Run 1, register map, names as in the netlist:
Other sequential cells in the stronger gray, the rest of the logic in the fainter gray.
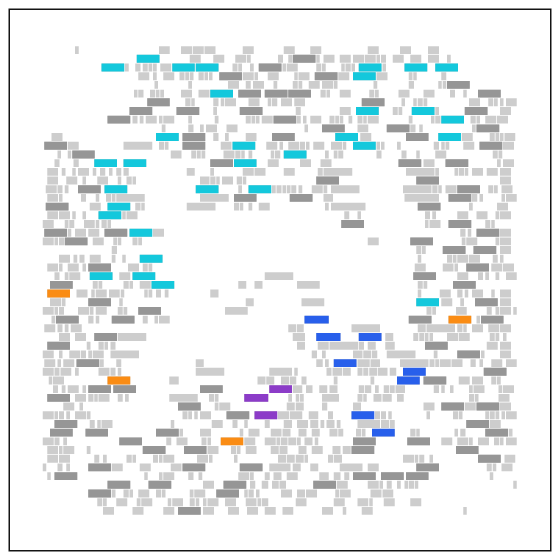
Run 1, cell outlines without signal wires:
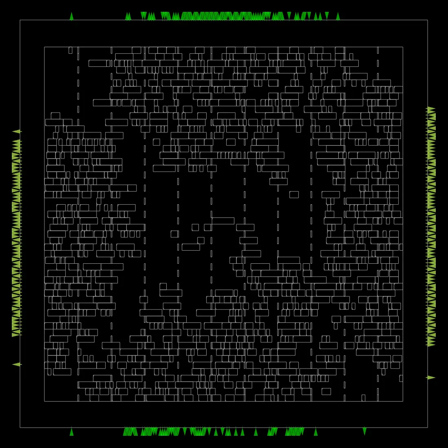
Run 1, placement by cell class:
Fill, decap, tap and diode cells in gray.
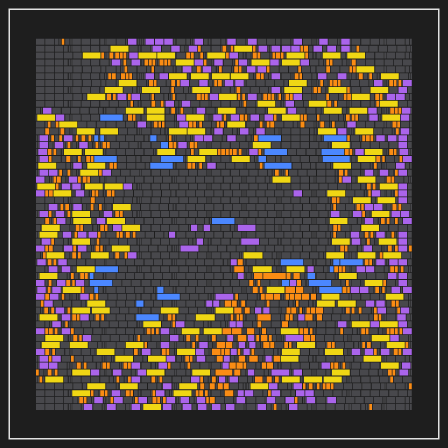
File: src/rtl/axil_mem_bridge.sv
// Memory-port to AXI4-Lite master bridge: one single-beat read or write per request,
// with byte strobes, independent AW/W handshakes, error status and a response timeout.
module axil_mem_bridge #(
    parameter int ADDR_WIDTH     = 32,
    parameter int DATA_WIDTH     = 32,
    parameter int TIMEOUT_CYCLES = 256
) (
    input  logic                      i_mem_clk,
    input  logic                      i_mem_rst,
    input  logic                      i_mem_cs,
    input  logic                      i_mem_we,
    input  logic [ADDR_WIDTH-1:0]     i_mem_addr,
    input  logic [DATA_WIDTH-1:0]     i_mem_wdata,
    input  logic [DATA_WIDTH/8-1:0]   i_mem_be,
    output logic                      o_mem_ready,
    output logic                      o_mem_done,
    output logic                      o_mem_err,
    output logic [DATA_WIDTH-1:0]     o_mem_rdata,
    output logic                      AWVALID,
    input  logic                      AWREADY,
    output logic [ADDR_WIDTH-1:0]     AWADDR,
    output logic [2:0]                AWPROT,
    output logic                      WVALID,
    input  logic                      WREADY,
    output logic [DATA_WIDTH-1:0]     WDATA,
    output logic [DATA_WIDTH/8-1:0]   WSTRB,
    input  logic                      BVALID,
    output logic                      BREADY,
    input  logic [1:0]                BRESP,
    output logic                      ARVALID,
    input  logic                      ARREADY,
    output logic [ADDR_WIDTH-1:0]     ARADDR,
    output logic [2:0]                ARPROT,
    input  logic                      RVALID,
    output logic                      RREADY,
    input  logic [1:0]                RRESP,
    input  logic [DATA_WIDTH-1:0]     RDATA
);
    localparam int STRB_W = DATA_WIDTH / 8;
    localparam int CNT_W  = (TIMEOUT_CYCLES > 1) ? $clog2(TIMEOUT_CYCLES) : 1;
    localparam bit TO_EN  = (TIMEOUT_CYCLES > 0);
    localparam logic [CNT_W-1:0] TO_LAST = TO_EN ? CNT_W'(TIMEOUT_CYCLES - 1) : '0;

    if (DATA_WIDTH != 32 && DATA_WIDTH != 64) begin : g_width_check
        $error("axil_mem_bridge: DATA_WIDTH must be 32 or 64");
    end

    typedef enum logic [2:0] {IDLE, WR_REQ, WR_RESP, RD_REQ, RD_RESP} state_t;

    state_t                  state_q, state_d;
    logic [CNT_W-1:0]        cnt_q, cnt_d;
    logic                    ready_d, done_d, err_d;
    logic [DATA_WIDTH-1:0]   rdata_d, wdata_d;
    logic                    awvalid_d, wvalid_d, bready_d, arvalid_d, rready_d;
    logic [ADDR_WIDTH-1:0]   awaddr_d, araddr_d;
    logic [STRB_W-1:0]       wstrb_d;
    logic                    resp_timeout;
    logic                    aw_done, w_done;

    assign AWPROT = 3'b000;
    assign ARPROT = 3'b000;

    // Last waiting cycle: the response must arrive now or the request is abandoned.
    assign resp_timeout = TO_EN && (cnt_q == TO_LAST);
    assign aw_done      = !AWVALID || AWREADY;
    assign w_done       = !WVALID || WREADY;

    always_comb begin
        state_d   = state_q;
        cnt_d     = cnt_q;
        ready_d   = o_mem_ready;
        done_d    = 1'b0;
        err_d     = 1'b0;
        rdata_d   = o_mem_rdata;
        awvalid_d = AWVALID;
        wvalid_d  = WVALID;
        bready_d  = BREADY;
        arvalid_d = ARVALID;
        rready_d  = RREADY;
        awaddr_d  = AWADDR;
        araddr_d  = ARADDR;
        wdata_d   = WDATA;
        wstrb_d   = WSTRB;

        case (state_q)
            IDLE: begin
                if (i_mem_cs) begin
                    ready_d = 1'b0;
                    if (i_mem_we) begin
                        awaddr_d  = i_mem_addr;
                        wdata_d   = i_mem_wdata;
                        wstrb_d   = i_mem_be;
                        awvalid_d = 1'b1;
                        wvalid_d  = 1'b1;
                        state_d   = WR_REQ;
                    end else begin
                        araddr_d  = i_mem_addr;
                        arvalid_d = 1'b1;
                        state_d   = RD_REQ;
                    end
                end
            end
            WR_REQ: begin
                if (AWVALID && AWREADY) awvalid_d = 1'b0;
                if (WVALID && WREADY)   wvalid_d  = 1'b0;
                if (aw_done && w_done) begin
                    bready_d = 1'b1;
                    cnt_d    = '0;
                    state_d  = WR_RESP;
                end
            end
            WR_RESP: begin
                if (BVALID || resp_timeout) begin
                    bready_d = 1'b0;
                    done_d   = 1'b1;
                    err_d    = BVALID ? (BRESP != 2'b00) : 1'b1;
                    ready_d  = 1'b1;
                    state_d  = IDLE;
                end else begin
                    cnt_d = cnt_q + CNT_W'(1);
                end
            end
            RD_REQ: begin
                if (ARREADY) begin
                    arvalid_d = 1'b0;
                    rready_d  = 1'b1;
                    cnt_d     = '0;
                    state_d   = RD_RESP;
                end
            end
            RD_RESP: begin
                if (RVALID || resp_timeout) begin
                    rready_d = 1'b0;
                    done_d   = 1'b1;
                    ready_d  = 1'b1;
                    state_d  = IDLE;
                    if (RVALID) begin
                        rdata_d = RDATA;
                        err_d   = (RRESP != 2'b00);
                    end else begin
                        err_d   = 1'b1;
                    end
                end else begin
                    cnt_d = cnt_q + CNT_W'(1);
                end
            end
            default: state_d = IDLE;
        endcase
    end

    always_ff @(posedge i_mem_clk) begin
        if (i_mem_rst) begin
            state_q     <= IDLE;
            cnt_q       <= '0;
            o_mem_ready <= 1'b1;
            o_mem_done  <= 1'b0;
            o_mem_err   <= 1'b0;
            o_mem_rdata <= '0;
            AWVALID     <= 1'b0;
            WVALID      <= 1'b0;
            BREADY      <= 1'b0;
            ARVALID     <= 1'b0;
            RREADY      <= 1'b0;
            AWADDR      <= '0;
            ARADDR      <= '0;
            WDATA       <= '0;
            WSTRB       <= '0;
        end else begin
            state_q     <= state_d;
            cnt_q       <= cnt_d;
            o_mem_ready <= ready_d;
            o_mem_done  <= done_d;
            o_mem_err   <= err_d;
            o_mem_rdata <= rdata_d;
            AWVALID     <= awvalid_d;
            WVALID      <= wvalid_d;
            BREADY      <= bready_d;
            ARVALID     <= arvalid_d;
            RREADY      <= rready_d;
            AWADDR      <= awaddr_d;
            ARADDR      <= araddr_d;
            WDATA       <= wdata_d;
            WSTRB       <= wstrb_d;
        end
    end
endmodule
File: config.mk
export PLATFORM = sky130hd
export DESIGN_NAME = axil_mem_bridge
export DESIGN_NICKNAME = d
export VERILOG_FILES = /design/src/rtl/axil_mem_bridge.sv
export SDC_FILE = /design/constraint.sdc
export NUM_CORES = 1
export LEC_CHECK = 0
export ABC_CLOCK_PERIOD_IN_PS = 1900
export CORE_MARGIN = 10
export CORE_UTILIZATION = 25
export CTS_CLUSTER_SIZE = 14
export DETAILED_ROUTE_END_ITERATION = 16
export PLACE_DENSITY_LB_ADDON = 0.25
export SYNTH_ARGS = -nofsm -noshare
export SYNTH_HDL_FRONTEND = slang
export SYNTH_SLANG_ARGS = --single-unit
File: constraint.sdc
create_clock -name i_mem_clk -period 1.9 [get_ports i_mem_clk]
set_clock_uncertainty 0.05 [all_clocks]
set_input_delay 0.285 -clock i_mem_clk [delete_from_list [all_inputs] [get_ports i_mem_clk]]
set_output_delay 0.285 -clock i_mem_clk [all_outputs]
set_load 0.01 [all_outputs]
==> reports/metrics.csv, run 1 <==
stage,metric,value,unit
detailed_routing,firstDrtPassIters,4,
global_route,grt_first_pass_wirelength,30730,um
logic_synthesis,yosys_cells,702,
final_layout,final_cell_mix,"277 x nand2_1, 251 x clkdlybuf4s50_1, 148 x dfxtp_1, 141 x a21oi_1, 27 x buf_4",
job,maxCapViolations,0,
clock_network,postCtsSetupRepairBufs,0,
detailed_routing,avgViaCountPerCell,4.362,
logic_synthesis,synth_seq_share,54.50,%
placement,io_buffers,252,
global_route,grt_pass1_vias,5412,
final_layout,seq_cells,151,
floorplan,io_pins,259,
floorplan,fp_util,25.42,%
floorplan,dieArea,28540,sq um
clock_network,root_buffer,clkbuf_16,
setup_path,r2r_end,cnt_q[7]$_SDFFE_PP0P_,
final_layout,area_growth,64.36,%
final_timing,setup_viol,0,
logic_synthesis,topCellsByArea,"dfxtp_1 55%, nand2_1 19%, a21oi_1 13%",
global_route,grt_usage,13.41,%
setup_path,worst_ep_required_time,2.15,ns
detailed_routing,route.detailed.wl_per_inst,15.79,um
logic_synthesis,edf_count,0,
final_layout,buffers,284,
logic_synthesis,mux_area_share,0.7444,%
job,tool_warnings,28,
final_timing,finalWorstSetupSlack,0.03196,ns
placement,dpl.hpwl,14140,um
final_layout,clk_share,6.327,%
logic_synthesis,synth.top_cell.area_share,54.50,%
logic_synthesis,async_flop_share,0,%
outcome,status,"finished, final reports clean",
setup_path,arrival,2.11,ns
setup_path,crit_end,cnt_q[7]$_SDFFE_PP0P_,
floorplan,n_tap_cell,280,
clock_network,htreeDepth,4,
logic_synthesis,ys_types,42,
global_route,grt_max_degree,97,
logic_synthesis,syn_area_per_cell,7.901,sq um
final_layout,buf_share,31.10,%
setup_path,cp_num_buf_inv,1,
Back to the opening pictures, 'register map, names as in the netlist':
legend:
  `cnt_q`:
    color: blue
    placed_flops: 8
  `ARADDR`:
    color: cyan
    placed_flops: 32
  `state_q`:
    color: purple
    placed_flops: 3
  `WSTRB`:
    color: orange
    placed_flops: 4

Back to the opening pictures, 'cell outlines without signal wires':
core area: 21,820 sq um
Filler cells: 2,228

Back to the opening pictures, 'placement by cell class':
legend:
  flops:
    color: yellow
    cells: 151
  other buffers and delay cells:
    color: purple
    cells: 284
  clock drivers and dummy loads:
    color: blue
    cells: 32
  combinational and other logic:
    color: orange
    cells: 502

run 1: layer usage:
layer | routed length [um] | vias to the layer above | track usage (%)
met5 | 0 | - | 0
met1 | 8543 | 2487 | 15.75
li1 | - | 2793 | -
met4 | 228 | 0 | 4.277
met3 | 1692 | 12 | 5.558
met2 | 9256 | 156 | 21.71
run 1: per-stage QoR:
| stage | TNS [ns] | cells |
|---|---|---|
| after floorplan | -0.008143 | 707 |
| after global placement | -0.5821 | 1217 |
| after detailed placement | -0.5351 | 1217 |
| after CTS | 0 | 1249 |
| after global routing | -0.02458 | 1249 |
| final | 0 | 1249 |
run 1: report_power, final:
part | total [uW] | switching, uW | internal, uW
clock | 3330 | 1390 | 1940
sequential | 3390 | 82.0 | 3310
combinational | 1170 | 537 | 632
Run 1, a small window of the routed layout:
Scale bar: 20 um. Window x 17 to 67, y 17 to 67 um. Cells in gray, sequential cells in the stronger gray; small squares are vias.
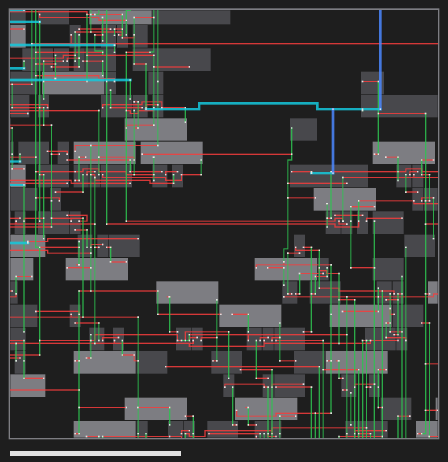

==> run 1 -> run 2 <==
MAX_ROUTING_LAYER = met4   (was default)
SLEW_MARGIN = 20   (was default)
Run 2, a small window of the routed layout:
Scale bar: 20 um. Window x 17 to 67, y 17 to 67 um. Cells in gray, sequential cells in the stronger gray; small squares are vias.
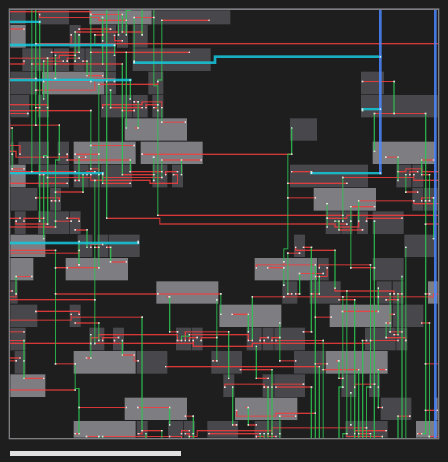
legend:
  metal 4:
    color: blue
  metal 1:
    color: red
  metal 2:
    color: green
  metal 3:
    color: cyan
cells with their middle in the window: 106
sequential cells in the window: 19
most frequent: nand2_1 (34), clkdlybuf4s50_1 (29), dfxtp_1 (19)
netlist names of flops here include: `o_mem_rdata` (16), `WDATA` (2)

Run 2, wiring heat map:
Scale bar: 50 um. The die is cut into 34 by 34 equal tiles; black is low, pale yellow is high, scaled to the fullest tile. Values are wire area over tile area, all layers added.
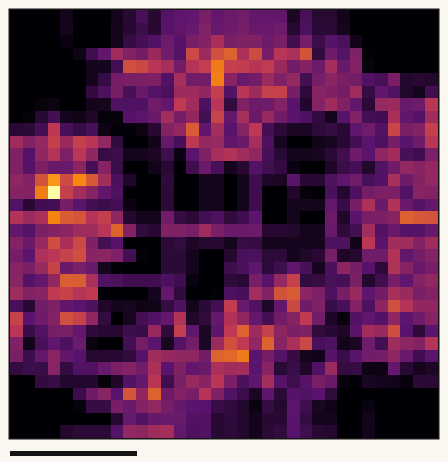
tiles over half the peak: 6.6%
mean over tiles: 0.11
densest ninth of the die: north
emptiest ninth of the die: north-west

==> run 2 against run 1 <==
  * Wire length barely moved
  * Sequential power barely moved
  * Synthesized cell count did not move
  * Largest cell class unchanged
  * Clock power barely moved
  * Cell count did not move
  * First-iteration DRC count rose by 4.3%
  * Critical path type unchanged
  * Final area did not move
  * Highest routed layer unchanged
  * Area after synthesis did not move
  * Die area did not move
==> reports/metrics.csv, run 2 <==
stage,metric,value,unit
final_timing,setup_viol,0,
pwr,power.share.switching,25.41,%
final_layout,area_growth,64.36,%
floorplan,fp_util,25.42,%
logic_synthesis,edf_count,0,
pwr,power_leader,sequential cells,
global_route,grt_pass1_vias,5445,
final_timing,setup_tns,0,ns
final_layout,fillers,2228,
floorplan,core-area,21820,sq um
final_layout,fin_cells,1249,
setup_path,arrival,2.13,ns
placement,placed_cells,1217,
placement,dpl.hpwl,14140,um
global_route,grt_first_pass_wirelength,30620,um
final_layout,seq_cells,151,
setup_path,worstSetupEndpointType,flip-flop,
logic_synthesis,synth_seq_share,54.50,%
detailed_routing,avgViaCountPerCell,4.363,
outcome,status,"finished, final reports clean",
job,maxCapViolations,0,
detailed_routing,routed-via-count,5450,
floorplan,n_tap_cell,280,
final_layout,clk_share,6.327,%
logic_synthesis,topCellsByArea,"dfxtp_1 55%, nand2_1 19%, a21oi_1 13%",
final_timing,finalWorstSetupSlack,0.01765,ns
logic_synthesis,yosys_cells,702,
floorplan,dieArea,28540,sq um
global_route,grt_usage,13.79,%
setup_path,crit_end,cnt_q[7]$_SDFFE_PP0P_,
setup_path,r2r_end,cnt_q[7]$_SDFFE_PP0P_,
detailed_routing,route.detailed.wl_per_inst,15.79,um
setup_path,worst_ep_required_time,2.15,ns
clock_network,root_buffer,clkbuf_16,
logic_synthesis,async_flop_share,0,%
detailed_routing,firstDrtPassIters,4,
pwr,power_frac_comb,14.8,%
hold_path,worstHoldStart,i_mem_rst,
logic_synthesis,synth.top_cell.area_share,54.50,%
floorplan,io_pins,259,
setup_path,cp_num_buf_inv,1,
pwr,power_switching,2005,uW
pwr,clk-power,3330,uW
pwr,clockPowerShare,42.2,%
job,tool_warnings,28,
final_layout,buf_share,31.10,%
pwr,p_comb,1170,uW
pwr,p_int,5884,uW
final_layout,buffers,284,
[run 2: cells by family after synthesis]
| group | count (synthesis) | share of synthesized area [%] |
|---|---|---|
| other | 1 | 0.06761 |
| flip-flops | 151 | 54.50 |
| XOR/XNOR | 1 | 0.1579 |
| buffers and inverters | 56 | 4.602 |
| AND-OR/OR-AND | 165 | 16.08 |
| AND/OR/NAND/NOR | 323 | 23.62 |
| adder cells (fa/ha/maj) | 1 | 0.2255 |
| multiplexers | 4 | 0.7444 |
[run 2: metal layers]
layer,track usage [%],wire length [um]
met5,-,0
met1,16.10,8820
met3,4.956,1432
met2,21.74,9243
met4,4.277,229
[run 2: timing repair]
| action | 4_1_cts | 5_1_grt |
|---|---|---|
| pin swaps | 0 | 0 |
| endpoints found under the setup margin | 1 | 3 |
| resized | 1 | 1 |
| buffers inserted | 0 | 0 |
Power is estimated from default activity; no workload was simulated.
